Fig. 1: nets reached from selected ports
Scale bar: 20 um.
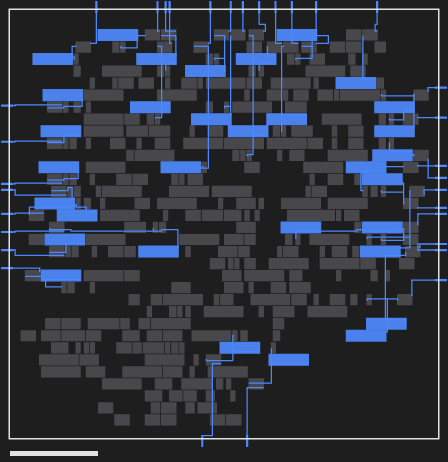
Fig. 2: where the registers sit
Other sequential cells in the stronger gray, the rest of the logic in the fainter gray.
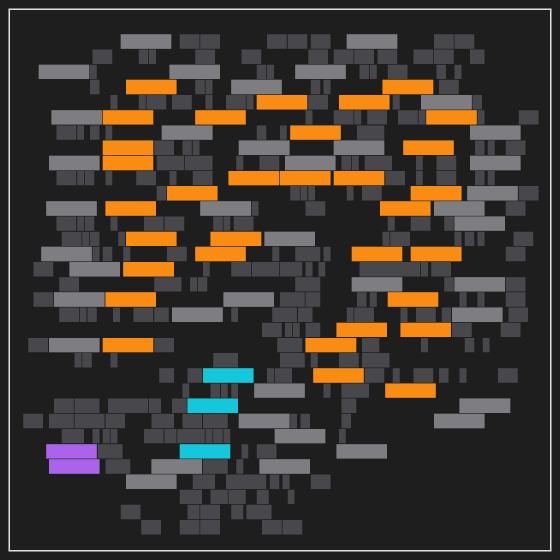
Fig. 3: the metal 1 layer
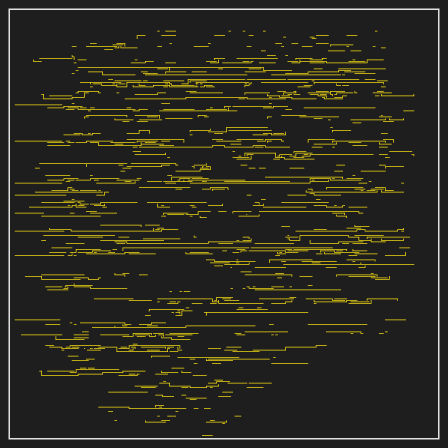
Fig. 4: clock distribution
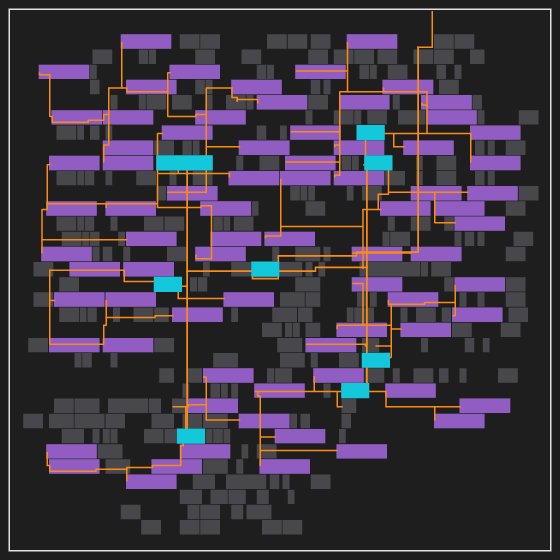
File: config.mk
export PLATFORM = sky130hd
export DESIGN_NAME = lstm_deserializer
export DESIGN_NICKNAME = d
export VERILOG_FILES = /design/src/rtl/lstm_pkg.sv /design/src/rtl/lstm_deserializer.sv
export SDC_FILE = /design/constraint.sdc
export NUM_CORES = 1
export LEC_CHECK = 0
export CELL_PAD_IN_SITES_DETAIL_PLACEMENT = 0
export CELL_PAD_IN_SITES_GLOBAL_PLACEMENT = 2
export CORE_MARGIN = 2
export CORE_UTILIZATION = 37
export DETAILED_ROUTE_END_ITERATION = 7
export PLACE_DENSITY = 0.87
export SKIP_LAST_GASP = 1
export SLEW_MARGIN = 10
export SYNTH_ARGS = -nofsm -noshare
export SYNTH_HDL_FRONTEND = slang
export SYNTH_SLANG_ARGS = --single-unit
File: constraint.sdc
create_clock -name sys_clk -period 2.7 [get_ports sys_clk]
set_input_delay 0.405 -clock sys_clk [delete_from_list [all_inputs] [get_ports sys_clk]]
set_output_delay 0.405 -clock sys_clk [all_outputs]
set_load 0.02 [all_outputs]
File: src/rtl/lstm_pkg.sv
// Shared LSTM buffer-path definitions: default vector geometry and the
// 2-bit state encoding used by both the serializer and deserializer FSMs.
package lstm_pkg;

  localparam int LSTM_ELEMENT_BITS = 8;
  localparam int LSTM_FEATURES     = 4;
  localparam int LSTM_FEATURE_BITS = 3;

  typedef logic [1:0] lstm_state_t;

  localparam lstm_state_t ST_IDLE  = 2'd0;
  localparam lstm_state_t ST_READ  = 2'd1;
  localparam lstm_state_t ST_DRAIN = 2'd2;
  localparam lstm_state_t ST_DONE  = 2'd3;

endpackage

File: src/rtl/lstm_deserializer.sv
// Gathers FEATURES elements from a 1-cycle-latency buffer into one vector; FEATURES+2 cycles
// from start to done. No backpressure: start is honoured only in IDLE, never queued.
module lstm_deserializer
  import lstm_pkg::*;
#(
  parameter int ELEMENT_BITS = LSTM_ELEMENT_BITS,
  parameter int FEATURES     = LSTM_FEATURES,
  parameter int FEATURE_BITS = LSTM_FEATURE_BITS
) (
  input  logic                             sys_clk,
  input  logic                             reset_n,
  input  logic                             start,
  input  logic [FEATURE_BITS-1:0]          base_addr,
  output logic                             rd_en,
  output logic [FEATURE_BITS-1:0]          rd_addr,
  input  logic [ELEMENT_BITS-1:0]          rd_data,
  output logic [FEATURES*ELEMENT_BITS-1:0] parallel_data_out,
  output logic                             busy,
  output logic                             done
);

  localparam logic [FEATURE_BITS-1:0] LAST_IDX = FEATURE_BITS'(FEATURES - 1);

  lstm_state_t                              state_q, state_d;
  logic [FEATURE_BITS-1:0]                  base_q, base_d;
  logic [FEATURE_BITS-1:0]                  issue_cnt_q, issue_cnt_d;
  logic [FEATURE_BITS-1:0]                  cap_cnt_q, cap_cnt_d;
  logic                                     cap_vld_q, cap_vld_d;
  logic [FEATURES-1:0][ELEMENT_BITS-1:0]    shadow_q, shadow_d;
  logic [FEATURES-1:0][ELEMENT_BITS-1:0]    pdo_q, pdo_d;

  assign rd_en             = (state_q == ST_READ);
  assign rd_addr           = rd_en ? (base_q + issue_cnt_q) : '0;
  assign busy              = (state_q == ST_READ) || (state_q == ST_DRAIN);
  assign done              = (state_q == ST_DONE);
  assign parallel_data_out = pdo_q;
  assign cap_vld_d         = rd_en;

  always_comb begin
    state_d     = state_q;
    base_d      = base_q;
    issue_cnt_d = issue_cnt_q;
    cap_cnt_d   = cap_cnt_q;
    shadow_d    = shadow_q;
    pdo_d       = pdo_q;

    // Read data trails the strobe by one cycle, so capture keys off the delayed strobe only.
    if (cap_vld_q) begin
      for (int i = 0; i < FEATURES; i++) begin
        if (cap_cnt_q == FEATURE_BITS'(i)) begin
          shadow_d[i] = rd_data;
        end
      end
      cap_cnt_d = cap_cnt_q + FEATURE_BITS'(1);
    end

    case (state_q)
      ST_IDLE: begin
        if (start) begin
          state_d     = ST_READ;
          base_d      = base_addr;
          issue_cnt_d = '0;
          cap_cnt_d   = '0;
          shadow_d    = '0;
        end
      end
      ST_READ: begin
        issue_cnt_d = issue_cnt_q + FEATURE_BITS'(1);
        if (issue_cnt_q == LAST_IDX) begin
          state_d = ST_DRAIN;
        end
      end
      ST_DRAIN: begin
        // The final element lands this cycle; publish it together with the rest.
        pdo_d   = shadow_d;
        state_d = ST_DONE;
      end
      ST_DONE: begin
        state_d = ST_IDLE;
      end
      default: begin
        state_d = ST_IDLE;
      end
    endcase
  end

  always_ff @(posedge sys_clk or negedge reset_n) begin
    if (!reset_n) begin
      state_q     <= ST_IDLE;
      base_q      <= '0;
      issue_cnt_q <= '0;
      cap_cnt_q   <= '0;
      cap_vld_q   <= 1'b0;
      shadow_q    <= '0;
      pdo_q       <= '0;
    end else begin
      state_q     <= state_d;
      base_q      <= base_d;
      issue_cnt_q <= issue_cnt_d;
      cap_cnt_q   <= cap_cnt_d;
      cap_vld_q   <= cap_vld_d;
      shadow_q    <= shadow_d;
      pdo_q       <= pdo_d;
    end
  end

endmodule

==> impl_metrics.json <==
{
  "max_freq_mhz": 397,
  "clockNetworkAreaShare_pct": 4.81,
  "detail_placement_hpwl_um": 3850,
  "final_nets": 356,
  "routabilityCongestion": 0.693,
  "final.period_utilization_pct": 93.3,
  "track_usage_pct": 13.6,
  "clk_path_buf_depth": 2,
  "drt_iter0_drc": 91,
  "share_seq_of_total_power_pct": 37.6,
  "vias_per_cell": 4.74,
  "synth_cells": 277,
  "async_flop_share_pct": 100,
  "drc": 0,
  "path_clk_slew_ns": 0.08,
  "cts_inserted_buffers": 9,
  "cts_max_level": 3,
  "final.signal_buffer_count": 54,
  "met2WireLength_um": 2610,
  "max-slew-margin-rel_pct": 36.5,
  "ys_ff": 76,
  "comb_area_share_pct": 29.0,
  "report.final.setup_viol": 0,
  "die.size.y_um": 96.8,
  "crit_path_end_kind": "primary output",
  "synth.top_cell.area_share_pct": 59.7,
  "grt_busiest_layer": "met1",
  "outcome": "finished clean",
  "ys_cells": 277,
  "compound_area_share_pct": 6.17,
  "comb_power_share_pct": 46.4
}
Back to the opening pictures, Fig. 1:
[blue] parallel_data_out | direction: output | edge: 12 top, 10 right, 8 left, 2 bottom | end cells: 32 | buffers: 32 | wire: 777 um
Ports: 52
number of buffers inserted by port buffering: 51

Back to the opening pictures, Fig. 2:
[purple] state_q | placed flops: 2
[cyan] issue_cnt_q | placed flops: 3
[orange] shadow_q | placed flops: 32
not colored: 39
final core area utilization: 47.6%
power of the sequential group: 1.96 mW
flop share of the area: 48.1%
Flop area: 1900 um^2

Back to the opening pictures, Fig. 3:
longest straight run: 41.9 um
nets with wire on the layer: 319
wire length on this layer: 3140 um
Final Routed Wirelength: 6020 um
number of vias in the routed layout: 2066
global routing usage on met1: 19.8%

Back to the opening pictures, Fig. 4:
[cyan] cells driving clock nets | count: 9
[orange] clock wires | length: 930 um
[purple] flip-flops | count: 76
routed clock nets: 10
flops lie: spread over the die
insertion delay to the later sink of the worst-skew pair: 0.34 ns
final clock skew: 0.00938 ns

## cell usage in the layout (no fill, tap or decap), types with 4 or more instances in the layout
cell type         n
ha_1             13
nor2_1           68
inv_1            10
clkdlybuf4s50_1  49
nand2_1           6
clkbuf_8          9
dfrtp_1          76
mux2i_1          35
a21oi_1          32
mux2_2            4
## critical path: cells and delay by family, from the launching register on
| family | cells | cell delay, ns |
|---|---|---|
| fa+ha+maj | 2 | 0.58 |
| buf+inv | 2 | 0.66 |
| flops | 1 | 0.41 |
| simple gates | 1 | 0.12 |
## stage by stage
| step | setup slack (ns) | area [um^2] | power [mW] | instances | hold slack (ns) |
|---|---|---|---|---|---|
| floorplan | 0.957 | 3180 | 3.55 | 277 | 0.109 |
| global placement | 0.495 | 3760 | 4.40 | 421 | 0.499 |
| detailed placement | 0.490 | 3760 | 4.44 | 421 | 0.508 |
| CTS | 0.112 | 3950 | 5.31 | 436 | 0.243 |
| global route | 0.0902 | 3950 | 5.65 | 436 | 0.285 |
| finish | 0.181 | 3950 | 5.23 | 436 | 0.211 |
## worst paths after layout
check	startpoint	to	slack, ns	cells after the start
hold / removal	reset_n	parallel_data_out[21]$_DFFE_PN0P_	0.21	1
hold reg to reg	base_q[0]$_DFFE_PN0P_	base_q[0]$_DFFE_PN0P_	0.52	1
min in group sys_clk	base_q[0]$_DFFE_PN0P_	base_q[0]$_DFFE_PN0P_	0.52	1
setup / recovery	issue_cnt_q[0]$_DFFE_PN0P_	rd_addr[1]	0.18	5
max in group asynchronous	reset_n	state_q[1]$_DFFE_PN0P_	1.88	1
setup reg to reg	cap_cnt_q[0]$_DFF_PN0_	parallel_data_out[20]$_DFFE_PN0P_	1.01	5
## timing repair
action / 4_1_cts / 5_1_grt
hold buffers: 0 / 0
endpoints found under the setup margin: 0 / 1
resized: 0 / 1
Power figures rest on the tool's default switching activity, not on a simulated workload.
